==> config.mk <==
export PLATFORM = sky130hd
export DESIGN_NAME = miner_slave_regs
export DESIGN_NICKNAME = d
export VERILOG_FILES = /design/src/rtl/miner_pkg.sv /design/src/rtl/msg_commit_fsm.sv /design/src/rtl/miner_slave_regs.sv
export SDC_FILE = /design/constraint.sdc
export NUM_CORES = 2
export LEC_CHECK = 0
export CAP_MARGIN = 20
export CORE_AREA = 2 2 411 413
export CTS_CLUSTER_SIZE = 8
export DETAILED_ROUTE_END_ITERATION = 8
export DIE_AREA = 0 0 413 415
export HOLD_SLACK_MARGIN = 0.05
export PLACE_DENSITY = 0.66
export SLEW_MARGIN = 25
export SYNTH_ARGS = -nofsm -noshare
export SYNTH_HDL_FRONTEND = slang
export SYNTH_SLANG_ARGS = --single-unit
==> constraint.sdc <==
create_clock -name clk -period 61.5 [get_ports clk]
set_clock_uncertainty 0.05 [all_clocks]
set_input_delay 9.225 -clock clk [delete_from_list [all_inputs] [get_ports clk]]
set_output_delay 9.225 -clock clk [all_outputs]
set_load 0.02 [all_outputs]
==> src/rtl/miner_pkg.sv <==
// -----------------------------------------------------------------------------
// miner_pkg
// Shared definitions for the miner slave register block: Avalon-MM word
// addresses, CTRL bit positions, message/target widths, the message-commit
// FSM state type and helpers that locate a staging word inside the packed
// message and target vectors.
// -----------------------------------------------------------------------------
package miner_pkg;

    localparam int MSG_W = 408;
    localparam int TGT_W = 256;

    localparam logic [4:0] ADDR_CTRL   = 5'd0;
    localparam logic [4:0] ADDR_STATUS = 5'd1;
    localparam logic [4:0] ADDR_NONCE  = 5'd2;
    localparam logic [4:0] ADDR_MSG_LO = 5'd3;
    localparam logic [4:0] ADDR_MSG_HI = 5'd15;
    localparam logic [4:0] ADDR_TGT_LO = 5'd16;
    localparam logic [4:0] ADDR_TGT_HI = 5'd23;

    localparam int CTRL_TGT_COMMIT = 0;
    localparam int CTRL_MSG_COMMIT = 1;
    localparam int CTRL_CLR_FOUND  = 2;

    typedef enum logic [1:0] {
        MSG_IDLE   = 2'd0,
        MSG_WAIT   = 2'd1,
        MSG_COMMIT = 2'd2,
        MSG_PULSE  = 2'd3
    } msg_state_t;

    // LSB of the full 32-bit message word held at addresses 4..15.
    // Address 3 is the short 24-bit tail at message[23:0], so word 4 starts
    // at bit 24 and each higher address sits 32 bits above.
    function automatic logic [8:0] msg_word_lsb(input logic [4:0] addr);
        logic [8:0] idx;
        idx = {4'd0, addr} - 9'd4;
        return (idx << 5) + 9'd24;
    endfunction

    // LSB of the target word held at addresses 16..23.
    function automatic logic [7:0] tgt_word_lsb(input logic [4:0] addr);
        logic [7:0] idx;
        idx = {3'd0, addr} - 8'd16;
        return idx << 5;
    endfunction

endpackage

==> src/rtl/msg_commit_fsm.sv <==
// -----------------------------------------------------------------------------
// msg_commit_fsm
// Sequences a message commit: a request waits until the hashing core is idle,
// then a one-cycle load strobe copies staging into the message register,
// followed by a one-cycle newMsg pulse. Requests arriving while a commit is
// in flight collapse into a single pending bit served on return to IDLE.
// Ports:
//   clk, rst        clock, asynchronous active-high reset
//   i_req           one-cycle commit request (CTRL bit1 write)
//   i_miner_busy    hashing core busy; commit is held off while set
//   o_load          high during COMMIT; top copies staging on this edge
//   o_new_msg       high during PULSE (exactly one cycle)
//   o_active        a commit is pending or in progress
// -----------------------------------------------------------------------------
module msg_commit_fsm
    import miner_pkg::*;
(
    input  logic clk,
    input  logic rst,
    input  logic i_req,
    input  logic i_miner_busy,
    output logic o_load,
    output logic o_new_msg,
    output logic o_active
);

    msg_state_t r_state;
    msg_state_t w_next;
    logic       r_pending;
    logic       w_pending_next;
    logic       r_load;
    logic       r_new_msg;

    // Next-state and pending-request logic.
    always_comb begin
        w_next         = r_state;
        w_pending_next = r_pending;
        case (r_state)
            MSG_IDLE: begin
                if (i_req || r_pending) begin
                    w_next = MSG_WAIT;
                end else begin
                    w_next = MSG_IDLE;
                end
            end
            MSG_WAIT: begin
                if (i_miner_busy) begin
                    w_next = MSG_WAIT;
                end else begin
                    w_next = MSG_COMMIT;
                end
            end
            MSG_COMMIT: w_next = MSG_PULSE;
            MSG_PULSE:  w_next = MSG_IDLE;
            default:    w_next = MSG_IDLE;
        endcase
        // In IDLE a request (new or pending) is consumed directly by the move
        // to WAIT; anywhere else it is parked, merging with any earlier one.
        if (r_state == MSG_IDLE) begin
            w_pending_next = 1'b0;
        end else begin
            w_pending_next = r_pending | i_req;
        end
    end

    // State, pending bit and registered strobes.
    always_ff @(posedge clk or posedge rst) begin
        if (rst) begin
            r_state   <= MSG_IDLE;
            r_pending <= 1'b0;
            r_load    <= 1'b0;
            r_new_msg <= 1'b0;
        end else begin
            r_state   <= w_next;
            r_pending <= w_pending_next;
            r_load    <= (w_next == MSG_COMMIT);
            r_new_msg <= (w_next == MSG_PULSE);
        end
    end

    assign o_load    = r_load;
    assign o_new_msg = r_new_msg;
    assign o_active  = r_pending | (r_state != MSG_IDLE);

endmodule

==> src/rtl/miner_slave_regs.sv <==
// -----------------------------------------------------------------------------
// miner_slave_regs
// Avalon-MM register slave for a bitcoin hashing core. Software fills
// message/target staging registers, then commits them through CTRL. Target
// commits are immediate; message commits wait for the core to go idle
// (msg_commit_fsm). A found flag and nonce capture results from the core.
// Ports:
//   clk, rst                       clock, asynchronous active-high reset
//   slaveAddr/WriteData/Write/Read/ChipSelect   Avalon-MM slave request
//   slaveReadData                  read data, one cycle after the read
//   minerBusy, validBTC, foundNonce   status/results from the hashing core
//   target, message                committed values driven to the core
//   newTarget, newMsg              one-cycle commit notifications
// -----------------------------------------------------------------------------
module miner_slave_regs
    import miner_pkg::*;
(
    input  logic             clk,
    input  logic             rst,
    input  logic [4:0]       slaveAddr,
    input  logic [31:0]      slaveWriteData,
    input  logic             slaveWrite,
    input  logic             slaveRead,
    input  logic             slaveChipSelect,
    output logic [31:0]      slaveReadData,
    input  logic             minerBusy,
    input  logic             validBTC,
    input  logic [31:0]      foundNonce,
    output logic [TGT_W-1:0] target,
    output logic [MSG_W-1:0] message,
    output logic             newTarget,
    output logic             newMsg
);

    logic [MSG_W-1:0] r_msg_stage;
    logic [TGT_W-1:0] r_tgt_stage;
    logic [MSG_W-1:0] r_message;
    logic [TGT_W-1:0] r_target;
    logic             r_tgt_copied;
    logic             r_new_target;
    logic [31:0]      r_nonce;
    logic             r_found;
    logic [31:0]      r_read_data;

    logic             w_wr;
    logic             w_rd;
    logic             w_ctrl_wr;
    logic             w_msg_tail_hit;
    logic             w_msg_word_hit;
    logic             w_tgt_hit;
    logic             w_fsm_load;
    logic             w_fsm_new_msg;
    logic             w_fsm_active;
    logic [31:0]      w_rd_mux;

    assign w_wr           = slaveWrite & slaveChipSelect;
    assign w_rd           = slaveRead & slaveChipSelect;
    assign w_ctrl_wr      = w_wr && (slaveAddr == ADDR_CTRL);
    assign w_msg_tail_hit = (slaveAddr == ADDR_MSG_LO);
    assign w_msg_word_hit = (slaveAddr > ADDR_MSG_LO) && (slaveAddr <= ADDR_MSG_HI);
    assign w_tgt_hit      = (slaveAddr >= ADDR_TGT_LO) && (slaveAddr <= ADDR_TGT_HI);

    msg_commit_fsm u_msg_fsm (
        .clk          (clk),
        .rst          (rst),
        .i_req        (w_ctrl_wr && slaveWriteData[CTRL_MSG_COMMIT]),
        .i_miner_busy (minerBusy),
        .o_load       (w_fsm_load),
        .o_new_msg    (w_fsm_new_msg),
        .o_active     (w_fsm_active)
    );

    // Staging registers; the message tail at address 3 keeps only bits 31:8.
    always_ff @(posedge clk or posedge rst) begin
        if (rst) begin
            r_msg_stage <= '0;
            r_tgt_stage <= '0;
        end else begin
            if (w_wr && w_msg_tail_hit) begin
                r_msg_stage[23:0] <= slaveWriteData[31:8];
            end else if (w_wr && w_msg_word_hit) begin
                r_msg_stage[msg_word_lsb(slaveAddr) +: 32] <= slaveWriteData;
            end
            if (w_wr && w_tgt_hit) begin
                r_tgt_stage[tgt_word_lsb(slaveAddr) +: 32] <= slaveWriteData;
            end
        end
    end

    // Target commit: copy on the CTRL write edge, notify one cycle later.
    always_ff @(posedge clk or posedge rst) begin
        if (rst) begin
            r_target     <= '0;
            r_tgt_copied <= 1'b0;
            r_new_target <= 1'b0;
        end else begin
            if (w_ctrl_wr && slaveWriteData[CTRL_TGT_COMMIT]) begin
                r_target <= r_tgt_stage;
            end
            r_tgt_copied <= w_ctrl_wr && slaveWriteData[CTRL_TGT_COMMIT];
            r_new_target <= r_tgt_copied;
        end
    end

    // Message register, loaded from staging while the FSM is in COMMIT.
    always_ff @(posedge clk or posedge rst) begin
        if (rst) begin
            r_message <= '0;
        end else if (w_fsm_load) begin
            r_message <= r_msg_stage;
        end
    end

    // Found flag and nonce; a result from the core beats a simultaneous clear.
    always_ff @(posedge clk or posedge rst) begin
        if (rst) begin
            r_found <= 1'b0;
            r_nonce <= 32'd0;
        end else if (validBTC) begin
            r_found <= 1'b1;
            r_nonce <= foundNonce;
        end else if ((w_ctrl_wr && slaveWriteData[CTRL_CLR_FOUND]) || w_fsm_load) begin
            r_found <= 1'b0;
        end
    end

    // Read-back multiplexer over current (pre-write) register contents.
    always_comb begin
        w_rd_mux = 32'd0;
        if (slaveAddr == ADDR_STATUS) begin
            w_rd_mux = {29'd0, w_fsm_active, r_found, minerBusy};
        end else if (slaveAddr == ADDR_NONCE) begin
            w_rd_mux = r_nonce;
        end else if (w_msg_tail_hit) begin
            w_rd_mux = {r_msg_stage[23:0], 8'd0};
        end else if (w_msg_word_hit) begin
            w_rd_mux = r_msg_stage[msg_word_lsb(slaveAddr) +: 32];
        end else if (w_tgt_hit) begin
            w_rd_mux = r_tgt_stage[tgt_word_lsb(slaveAddr) +: 32];
        end else begin
            w_rd_mux = 32'd0;
        end
    end

    // Read data register; holds its value between reads.
    always_ff @(posedge clk or posedge rst) begin
        if (rst) begin
            r_read_data <= 32'd0;
        end else if (w_rd) begin
            r_read_data <= w_rd_mux;
        end
    end

    assign slaveReadData = r_read_data;
    assign target        = r_target;
    assign message       = r_message;
    assign newTarget     = r_new_target;
    assign newMsg        = w_fsm_new_msg;

endmodule

Fig. 1: sequential cells coloured by netlist name
Bar = 100 microns. Other sequential cells in the stronger grey, the rest of the logic in the fainter grey.
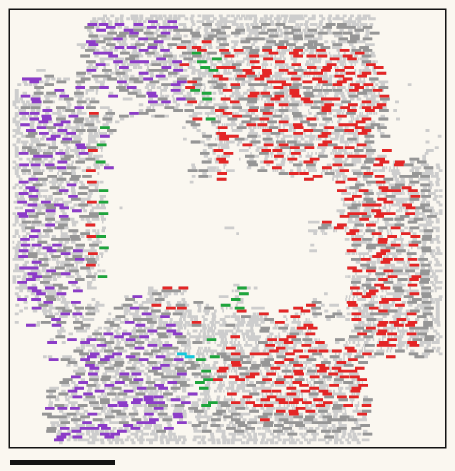
purple -> target  # placed flops 256
cyan -> u_msg_fsm.r_state  # placed flops 2
red -> r_msg_stage  # placed flops 408
green -> slaveReadData  # placed flops 32
not coloured = 702
Seq group: 1.08 mW
register area: 35,000 sq um
final core occ: 0.440
fraction of area in registers: 0.478

Fig. 2: cell placement
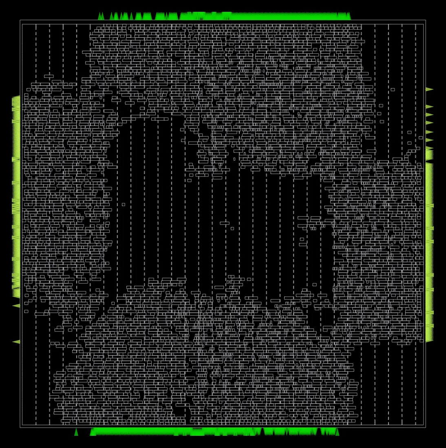
core area: 167,000 sq um
# fillers: 15,100
Flops: 1,400

==> through the flow <==
step	setup WS (ns)	utilization	cell area [sq um]
final	48.41	0.440	73300
after global routing	47.88	0.440	73300
after CTS	48.37	0.439	73200
after detailed placement	47.49	0.408	67900
after global placement	47.43	0.408	67900
after floorplan	12.75	-	58100
==> layout make-up <==
cell class	count	area, sq um	area share
multi-input combinational	2550	21700	0.296
clock buffer	201	4940	0.0675
timing repair buffer	843	8390	0.115
antenna	7	17.5	0.000239
inverter	39	159	0.00217
sequential	1400	35000	0.478
tap	2204	2760	0.0376
clock inverter	16	270	0.00369
==> state kept, by name, indices dropped and copies added, names as in the netlist <==
register and cells:
slaveReadData 32, r_msg_stage 408, u_msg_fsm.r_state 2, r_found 1, message 408, r_tgt_stage 256, target 256, u_msg_fsm.o_load 1
r_nonce 32, newTarget 1, u_msg_fsm.o_new_msg 1, r_tgt_copied 1, u_msg_fsm.r_pending 1
==> routing by layer <==
| metal | vias to the layer above | global-route usage | routed length (microns) |
|---|---|---|---|
| li1 | 16700 | - | - |
| met1 | 20800 | 0.333 | 89600 |
| met2 | 1579 | 0.343 | 90000 |
| met3 | 371 | 0.0577 | 16000 |
| met4 | 8 | 0.0998 | 8820 |
| met5 | - | 0.00283 | 98 |
==> logic make-up (layout without fill, tap and decap cells) <==
family / Yosys count / after routing / synth area share
compound gates: 587 / 587 / 0.0583
other cells: 0 / 7 / 0
mux: 1218 / 1218 / 0.256
flops: 1400 / 1400 / 0.603
fa+ha+maj: 9 / 9 / 0.00194
buf+inv: 359 / 1099 / 0.0267
simple gates: 736 / 736 / 0.0532
==> impl_metrics.toml <==
# yosys + openroad results
[outcome]
status = "finished, final reports clean"

[finish]
drive_gt1_frac = 0.295
areaGrowthSynthToFinish_pct = 26.2
stdcell_count = 7260

[clock_network]
cts_made_buffers = 194
clockBufferDepth = 3
cts-root-buf = "clkbuf_16"
htreeDepth = 4
post_cts_buffers = 0
holdBufCountCts = 0
cts_resized = 0
clock-sinks = 1400
worstSkewPairLatency_ns = 0.83

[timing]
finalHoldViolations = 0
fmax_mhz = 76.4
period_needed_ns = 13.09
hold-worst-slack_ns = 0.297
fin_crit_sh = 0.213
rsz0062_at_grt = "false"
final-setup-viol-count = 0
relSlewSlack = 0.228
finalSetupTns_ns = 0

[detailed_routing]
drt-initial-drc-count = 3598
drc = 0
vias = 39500
wl_per_cell_microns = 28.2
routed_wl_microns = 205000
drt-pass1-iter-count = 6
via_per_inst = 5.44

[power]
powerComb_mw = 0.381
seqPwrFrac = 0.445
p_comb_frac = 0.158
largestPowerGroup = "sequential cells"
powerClk_mw = 0.958
p_sw_mw = 0.668
irDropWorstVdd_uv = 27.7
clkPwrFrac = 0.397

[synth]
post-synth-top-area-fraction = 0.603
netlist_instances = 4309
yosys_area_sq_um = 58100
synthDistinctLibCells = 60
syn_avg_cell_area_sq_um = 13.5
syn_nets = 4394
async_reset_ff_frac = 1.00
synth_area_leader_cell = "dfrtp_1"
ys_seq_frac = 0.603
top_cell = "dfrtp_1"
common_cells = "dfrtp_1 (1,400), mux2_2 (1,041), nand2_1 (595)"
netlist_area_sq_um = 58100
yosysCellCount = 4309
area_leaders = "dfrtp_1 (60%), mux2_2 (20%), mux4_2 (4.0%), nand2_1 (3.8%), o21ai_1 (2.7%)"
synth_flops = 1400

[global_route]
grt_max_degree = 198
antenna_found_initial = 24
grt_pass1_wl_microns = 293000

[worst_setup_path]
cp.depth = 11
cp_max_fo = 94
crit_path_end = "target[249]"
crit_start = "slaveAddr[2]"
crit_path_start_kind = "input port"
cp_top_family = "buffers and inverters"
criticalPathCategory = "in2reg"
r2r-start = "u_msg_fsm.o_load"
ff2ff_setup_slack_ns = 58.31
regToRegEndpoint = "message[337]"
worstPathCellList = "clkdlybuf4s50_1 > buf_4 > inv_1 > ha_2 > nand2_1 > nor2_1 > nand2_4 > inv_6 > buf_4 > buf_16 > mux2_2"
critPathCaptureType = "flop"
required_ns = 62.14

[min_path]
hp-class = "reg2reg"
hold_end = "newTarget"
hold_depth = 0
hold_path_startpoint = "r_tgt_copied"

[place]
dp.cells = 7032
gp_congestion = 0.910
port_buffers = 773
post-dp-hpwl_microns = 143000

[floorplan]
pin_count = 774
die_x_microns = 413

[job]
maxCapViolations = 0
Power is estimated from default activity; no workload was simulated.
